## src/rtl/countdown_counter_if.sv

```systemverilog
// Control levels from the timer FSM and the BCD time/status returned to it and the display.
// Pure wiring: no storage, no latency, no backpressure.
interface countdown_counter_if;
    logic       init_regs;
    logic       count_enabled;
    logic       inc;
    logic       dec;
    logic       min;
    logic [3:0] min_tens;
    logic [3:0] min_ones;
    logic [3:0] sec_tens;
    logic [3:0] sec_ones;
    logic       sec_tick;
    logic       complete;

    modport master (
        output init_regs, count_enabled, inc, dec, min,
        input  min_tens, min_ones, sec_tens, sec_ones, sec_tick, complete
    );

    modport slave (
        input  init_regs, count_enabled, inc, dec, min,
        output min_tens, min_ones, sec_tens, sec_ones, sec_tick, complete
    );
endinterface

```

## src/rtl/countdown_counter.sv

```systemverilog
// MM:SS BCD countdown register with field edit and a CLK_FREQ-cycle second prescaler.
// Edits/init visible next cycle, decrement one cycle after terminal prescaler count; no backpressure.
module countdown_counter #(
    parameter int CLK_FREQ = 100_000_000,
    parameter int INIT_MIN = 0,
    parameter int INIT_SEC = 0
) (
    input  logic               clk,
    input  logic               reset,
    countdown_counter_if.slave bus
);

    localparam int              PW       = $clog2(CLK_FREQ);
    localparam logic [PW-1:0]   PRE_LAST = PW'(CLK_FREQ - 1);
    localparam logic [3:0]      INIT_MT  = 4'(INIT_MIN / 10);
    localparam logic [3:0]      INIT_MO  = 4'(INIT_MIN % 10);
    localparam logic [3:0]      INIT_ST  = 4'(INIT_SEC / 10);
    localparam logic [3:0]      INIT_SO  = 4'(INIT_SEC % 10);

    // Two-digit BCD field step up; wraps from {top_t,top_o} to 00.
    function automatic logic [7:0] bcd_up(input logic [7:0] f,
                                          input logic [3:0] top_t,
                                          input logic [3:0] top_o);
        logic [7:0] r;
        if (f == {top_t, top_o})   r = 8'h00;
        else if (f[3:0] == 4'd9)   r = {f[7:4] + 4'd1, 4'd0};
        else                       r = {f[7:4], f[3:0] + 4'd1};
        return r;
    endfunction

    // Two-digit BCD field step down; wraps from 00 to {top_t,top_o}.
    function automatic logic [7:0] bcd_down(input logic [7:0] f,
                                            input logic [3:0] top_t,
                                            input logic [3:0] top_o);
        logic [7:0] r;
        if (f == 8'h00)            r = {top_t, top_o};
        else if (f[3:0] == 4'd0)   r = {f[7:4] - 4'd1, 4'd9};
        else                       r = {f[7:4], f[3:0] - 4'd1};
        return r;
    endfunction

    logic [3:0]    min_tens_q, min_tens_d;
    logic [3:0]    min_ones_q, min_ones_d;
    logic [3:0]    sec_tens_q, sec_tens_d;
    logic [3:0]    sec_ones_q, sec_ones_d;
    logic [PW-1:0] pre_q, pre_d;
    logic          sec_tick_q, sec_tick_d;
    logic          is_zero;
    logic          edit;

    assign is_zero = ({min_tens_q, min_ones_q, sec_tens_q, sec_ones_q} == 16'h0000);
    assign edit    = bus.inc ^ bus.dec;

    always_comb begin
        min_tens_d = min_tens_q;
        min_ones_d = min_ones_q;
        sec_tens_d = sec_tens_q;
        sec_ones_d = sec_ones_q;
        pre_d      = pre_q;
        sec_tick_d = 1'b0;

        if (bus.init_regs) begin
            min_tens_d = INIT_MT;
            min_ones_d = INIT_MO;
            sec_tens_d = INIT_ST;
            sec_ones_d = INIT_SO;
            pre_d      = '0;
        end else if (edit) begin
            // Fields wrap independently: no carry or borrow between minutes and seconds.
            if (bus.min) begin
                {min_tens_d, min_ones_d} = bus.inc ? bcd_up({min_tens_q, min_ones_q}, 4'd9, 4'd9)
                                                   : bcd_down({min_tens_q, min_ones_q}, 4'd9, 4'd9);
            end else begin
                {sec_tens_d, sec_ones_d} = bus.inc ? bcd_up({sec_tens_q, sec_ones_q}, 4'd5, 4'd9)
                                                   : bcd_down({sec_tens_q, sec_ones_q}, 4'd5, 4'd9);
            end
        end else if (bus.count_enabled) begin
            if (is_zero) begin
                pre_d = '0;
            end else if (pre_q == PRE_LAST) begin
                pre_d      = '0;
                sec_tick_d = 1'b1;
                {sec_tens_d, sec_ones_d} = bcd_down({sec_tens_q, sec_ones_q}, 4'd5, 4'd9);
                // Seconds at 00 wrap to 59 and borrow one minute; minutes are nonzero here.
                if ({sec_tens_q, sec_ones_q} == 8'h00)
                    {min_tens_d, min_ones_d} = bcd_down({min_tens_q, min_ones_q}, 4'd9, 4'd9);
            end else begin
                pre_d = pre_q + PW'(1);
            end
        end
    end

    always_ff @(posedge clk) begin
        if (reset) begin
            min_tens_q <= INIT_MT;
            min_ones_q <= INIT_MO;
            sec_tens_q <= INIT_ST;
            sec_ones_q <= INIT_SO;
            pre_q      <= '0;
            sec_tick_q <= 1'b0;
        end else begin
            min_tens_q <= min_tens_d;
            min_ones_q <= min_ones_d;
            sec_tens_q <= sec_tens_d;
            sec_ones_q <= sec_ones_d;
            pre_q      <= pre_d;
            sec_tick_q <= sec_tick_d;
        end
    end

    assign bus.min_tens = min_tens_q;
    assign bus.min_ones = min_ones_q;
    assign bus.sec_tens = sec_tens_q;
    assign bus.sec_ones = sec_ones_q;
    assign bus.sec_tick = sec_tick_q;
    assign bus.complete = is_zero;

endmodule

```

## src/flat_wrapper.sv

```systemverilog
// flat-port wrapper written by rule: the top's interface ports become plain ports
module countdown_counter_flat 
#(
    parameter int CLK_FREQ = 100_000_000,
    parameter int INIT_MIN = 0,
    parameter int INIT_SEC = 0
)
  (clk, reset, bus_init_regs, bus_count_enabled, bus_inc, bus_dec, bus_min, bus_min_tens, bus_min_ones, bus_sec_tens, bus_sec_ones, bus_sec_tick, bus_complete);
  countdown_counter_if bus_i ();
  input  logic clk;
  input  logic reset;
  input wire logic [$bits(bus_i.init_regs)-1:0] bus_init_regs;
  input wire logic [$bits(bus_i.count_enabled)-1:0] bus_count_enabled;
  input wire logic [$bits(bus_i.inc)-1:0] bus_inc;
  input wire logic [$bits(bus_i.dec)-1:0] bus_dec;
  input wire logic [$bits(bus_i.min)-1:0] bus_min;
  output wire logic [$bits(bus_i.min_tens)-1:0] bus_min_tens;
  output wire logic [$bits(bus_i.min_ones)-1:0] bus_min_ones;
  output wire logic [$bits(bus_i.sec_tens)-1:0] bus_sec_tens;
  output wire logic [$bits(bus_i.sec_ones)-1:0] bus_sec_ones;
  output wire logic [$bits(bus_i.sec_tick)-1:0] bus_sec_tick;
  output wire logic [$bits(bus_i.complete)-1:0] bus_complete;
  assign bus_i.init_regs = bus_init_regs;
  assign bus_i.count_enabled = bus_count_enabled;
  assign bus_i.inc = bus_inc;
  assign bus_i.dec = bus_dec;
  assign bus_i.min = bus_min;
  assign bus_min_tens = bus_i.min_tens;
  assign bus_min_ones = bus_i.min_ones;
  assign bus_sec_tens = bus_i.sec_tens;
  assign bus_sec_ones = bus_i.sec_ones;
  assign bus_sec_tick = bus_i.sec_tick;
  assign bus_complete = bus_i.complete;
  countdown_counter #(.CLK_FREQ(CLK_FREQ), .INIT_MIN(INIT_MIN), .INIT_SEC(INIT_SEC)) u_core (.clk(clk), .reset(reset), .bus(bus_i));
endmodule
```

## config.mk

```make
export PLATFORM = sky130hd
export DESIGN_NAME = countdown_counter_flat
export DESIGN_NICKNAME = d
export VERILOG_FILES = /design/src/rtl/countdown_counter_if.sv /design/src/rtl/countdown_counter.sv /design/src/flat_wrapper.sv
export SDC_FILE = /design/constraint.sdc
export NUM_CORES = 1
export LEC_CHECK = 0
export CAP_MARGIN = 20
export CORE_MARGIN = 2
export CORE_UTILIZATION = 35
export DETAILED_ROUTE_END_ITERATION = 8
export MAX_ROUTING_LAYER = met4
export PLACE_DENSITY = 0.64
export SLEW_MARGIN = 15
export SYNTH_ARGS = -nofsm -noshare
export SYNTH_HDL_FRONTEND = slang
export SYNTH_SLANG_ARGS = --single-unit
```

## constraint.sdc

```tcl
create_clock -name clk -period 2.5 [get_ports clk]
set_input_delay 0.25 -clock clk [delete_from_list [all_inputs] [get_ports clk]]
set_output_delay 0.25 -clock clk [all_outputs]
set_load 0.005 [all_outputs]
```

==> images/congestion_map.png <==
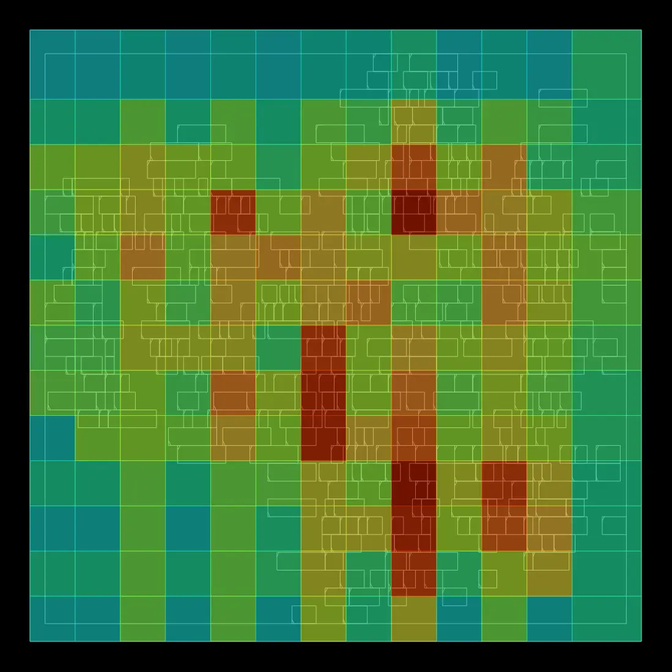
GRT met1 Usage: 0.200
layer with the highest usage: met2

==> images/m3.png <==
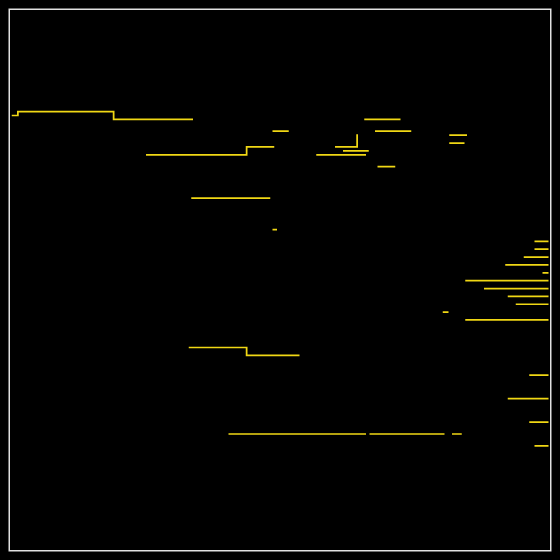
27 nets have wire on it. The wires run mostly horizontal.

==> images/m2.png <==
Scale bar: 20 µm.
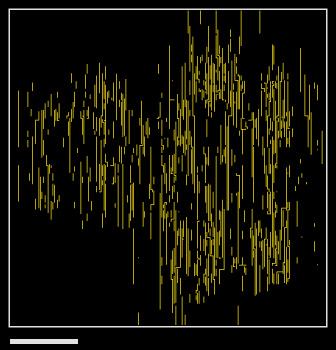
The wires run mostly vertical. The layer carries 3100 µm of wire.
vias: 2571
WL final: 6570 µm

-- cell usage in the layout (no fill, tap or decap), types with 3 or more instances in the layout --
| master | count |
|---|---|
| nor3b_1 | 3 |
| clkdlybuf4s50_1 | 23 |
| a211oi_1 | 5 |
| and2_1 | 4 |
| nand3b_1 | 3 |
| and3_1 | 4 |
| nor3_1 | 10 |
| inv_1 | 9 |
| and4_1 | 6 |
| nand4_1 | 6 |
| o21ai_0 | 12 |
| or3b_1 | 3 |
| buf_4 | 27 |
| nand2b_1 | 4 |
| o22ai_1 | 3 |
| a311oi_1 | 6 |
| clkbuf_8 | 6 |
| nor2b_1 | 5 |
| nor2_1 | 48 |
| xor2_1 | 13 |
| xnor2_1 | 13 |
| nand2_1 | 30 |
| dfxtp_1 | 44 |
| nand3_1 | 17 |
| a21oi_1 | 17 |
| ha_1 | 17 |
-- cells by family after synthesis --
family / Yosys count / share of synthesized area
simple gates: 162 / 0.309
buf+inv: 25 / 0.0403
mux: 2 / 0.00716
xor+xnor: 27 / 0.0873
flops: 44 / 0.315
fa+ha+maj: 17 / 0.0761
compound gates: 64 / 0.165
-- worst max-delay path, delay by kind of cell, from the launching register on --
kind | cells | cell delay [ns]
AND/OR/NAND/NOR | 3 | 0.78
AND-OR/OR-AND | 3 | 0.62
flip-flops | 1 | 0.37
buffers and inverters | 2 | 0.28
adder cells (fa/ha/maj) | 1 | 0.16
-- flip-flops by register name, summed over array words and instances, names as in the netlist --
name,flops
u_core.bus.sec_tens,4
u_core.pre_q,27
u_core.bus.min_tens,4
u_core.bus.min_ones,4
u_core.bus.sec_tick,1
u_core.bus.sec_ones,4
-- power groups by stage --
| stage | clock (µW) | combinational (µW) | sequential [µW] |
|---|---|---|---|
| 4_1_cts | 500 | 308 | 717 |
| 6_report | 474 | 315 | 717 |
| 3_3_place_gp | 0 | 300 | 733 |
| 3_5_place_dp | 0 | 302 | 733 |
| 5_1_grt | 522 | 347 | 719 |
| 2_1_floorplan | 0 | 184 | 739 |
-- routing by layer --
| metal | global-route usage | up-vias |
|---|---|---|
| met4 | 0.0453 | 0 |
| met3 | 0.0363 | 6 |
| met2 | 0.266 | 45 |
| met1 | 0.200 | 1216 |
| li1 | - | 1304 |
| met5 | - | - |
-- path summary, 6_finish.rpt --
check                                        end  slack, ns  depth (start not counted)
max          u_core.bus.min_tens[3]$_SDFFE_PP0P_       0.18                          9
min                 u_core.pre_q[1]$_SDFFE_PP0P_       0.50                          2
max reg2reg  u_core.bus.min_tens[3]$_SDFFE_PP0P_       0.18                          9
min reg2reg         u_core.pre_q[1]$_SDFFE_PP0P_       0.50                          2
-- cell type report --
cell class	count	share of cell area
inverters	10	0.0110
well taps	102	0.0374
clock buffers	7	0.0253
flip-flops and latches	44	0.258
repair buffers	52	0.135
clock inverters	1	0.00220
multi-input cells	272	0.531
-- metrics by stage --
stage,instances,cell area [µm²]
after floorplan,341,2800
after global placement,478,3300
after detailed placement,478,3300
after CTS,487,3400
after global routing,488,3410
final,488,3410
-- timing repair --
item                       in CTS  in global routing
buffers inserted                1                  1
pin swaps                       1                  1
setup endpoints to repair       1                  9
resized                         1                  3
==> flow_metrics.env <==
# implementation run metrics
export IMPL_hpwlAfterDp_um=4810
export IMPL_antenna_found_initial=0
export IMPL_rows=32
export IMPL_worstPathArrival_ns=2.52
export IMPL_cp_start_kind="flip-flop"
export IMPL_cts_root_buffer="clkbuf_8"
export IMPL_final_hold_viol_count=0
export IMPL_area_delta_synth_final_pct=22.1
export IMPL_synth_seq_cells=44
export IMPL_gp_congestion=0.881
export IMPL_ys_top_cells_by_count="nor2_1, dfxtp_1, nand2_1"
export IMPL_leakagePower_uw=0.00122
export IMPL_comb_area_mm2=0.00181
export IMPL_drt_iter0_markers=95
export IMPL_ff_type="dfxtp_1"
export IMPL_core_area_mm2=0.00773
export IMPL_fp_utilization=0.362
export IMPL_holdWs_ns=0.496
export IMPL_hold_buffers=0
export IMPL_vdd_drop_max_mv=0.198
export IMPL_grt_util_all_layers=0.162
export IMPL_fp_nets=365
export IMPL_grt_pass1_vias=2452
export IMPL_cpPeakStageDelay_ns=0.41
export IMPL_comb_power_share=0.209
export IMPL_grt_pass1_wl_um=11200
export IMPL_met2_length_um=3100
export IMPL_min_from="u_core.pre_q[1]$_SDFFE_PP0P_"
export IMPL_die_area_mm2=0.00872
export IMPL_min_path_type="flip-flop to flip-flop"
export IMPL_antenna_left=0
export IMPL_drive_gt1_frac=0.135
export IMPL_antenna_cells=0
export IMPL_worstPathCellList="inv_2, ha_1, or3b_1, buf_4, nor2_2, nand4bb_1, o21ai_4, a21oi_1, a311oi_1"
export IMPL_ys_cells=341
export IMPL_clock_path_buffers=2
export IMPL_dr_max_layer_used="met4"
export IMPL_p_switching_uw=425
export IMPL_cts_buffers=5
export IMPL_pin_count=25
export IMPL_die_w_um=93.4
export IMPL_crit_fanout=7
export IMPL_setup_slack_ns=0.184
export IMPL_period_minus_slack_ns=2.32
export IMPL_endpoint_kind="flip-flop"
export IMPL_r2r_start="u_core.bus.sec_ones[1]$_SDFFE_PP0P_"
export IMPL_top_cell="nor2_1"
export IMPL_drv_slew=0
export IMPL_place_ws_ns=0.0868
export IMPL_clk_pin_slew_ns=0.09
export IMPL_async_flop_share=0
export IMPL_max_cap_violations=0
export IMPL_num_fill_cells=771
export IMPL_synth_top_cell_area_share=0.315
export IMPL_crit_type="flip-flop to flip-flop"
export IMPL_finClkSkew_ns=0.00917
export IMPL_synth_avg_cell_area_um2=8.20
export IMPL_synth_edff_count=0
export IMPL_rsz0062_at_grt="no"
export IMPL_setup_viol=0
export IMPL_grt_max_degree=28
export IMPL_synth_chip_area_mm2=0.00280
export IMPL_fmax_mhz=432
export IMPL_wire_per_inst_um=13.5
export IMPL_postSynthCellCount=341
export IMPL_p_clk_frac=0.315
export IMPL_seq_area_um2=881
export IMPL_area_leaders="dfxtp_1, ha_1, nor2_1"
export IMPL_power_density_mw_per_mm2=441
export IMPL_clock_tree_htree_level_count=2
export IMPL_required_ns=2.71
export IMPL_met1_length_um=3160
export IMPL_power_internal_uw=1080
export IMPL_synth_seq_share=0.315
export IMPL_die_y_um=93.4
export IMPL_port_buffer_count=24
export IMPL_startpoint="u_core.bus.sec_ones[1]$_SDFFE_PP0P_"
export IMPL_wl_met3_um=251
export IMPL_yosysWarningCount=0
export IMPL_vias_per_cell=5.27
export IMPL_yosysTopAreaCell="dfxtp_1"
export IMPL_maxSlewHeadroom=0.635
export IMPL_final_util=0.442
export IMPL_drc=0
export IMPL_fin_tns_setup_ns=0
export IMPL_switching_share=0.282
export IMPL_status="complete, no violations"
export IMPL_cts_tree="built"
export IMPL_clock_sinks=44
export IMPL_seq_power_share=0.476
export IMPL_cpMaxStageDelayCell="or3b_1"
export IMPL_ys_types=61
export IMPL_total_power_uw=1510
export IMPL_tool_warnings=38
export IMPL_first_pass_iters=4
export IMPL_period_used=0.927
export IMPL_final_nets=409
export IMPL_clock_latency_ns=0.30
export IMPL_grt_ovfl_total=0
export IMPL_syn_area_mm2=0.00280
export IMPL_max_slew_worst_pin_slew_ns=0.546
Power figures rest on the tool's default switching activity, not on a simulated workload.
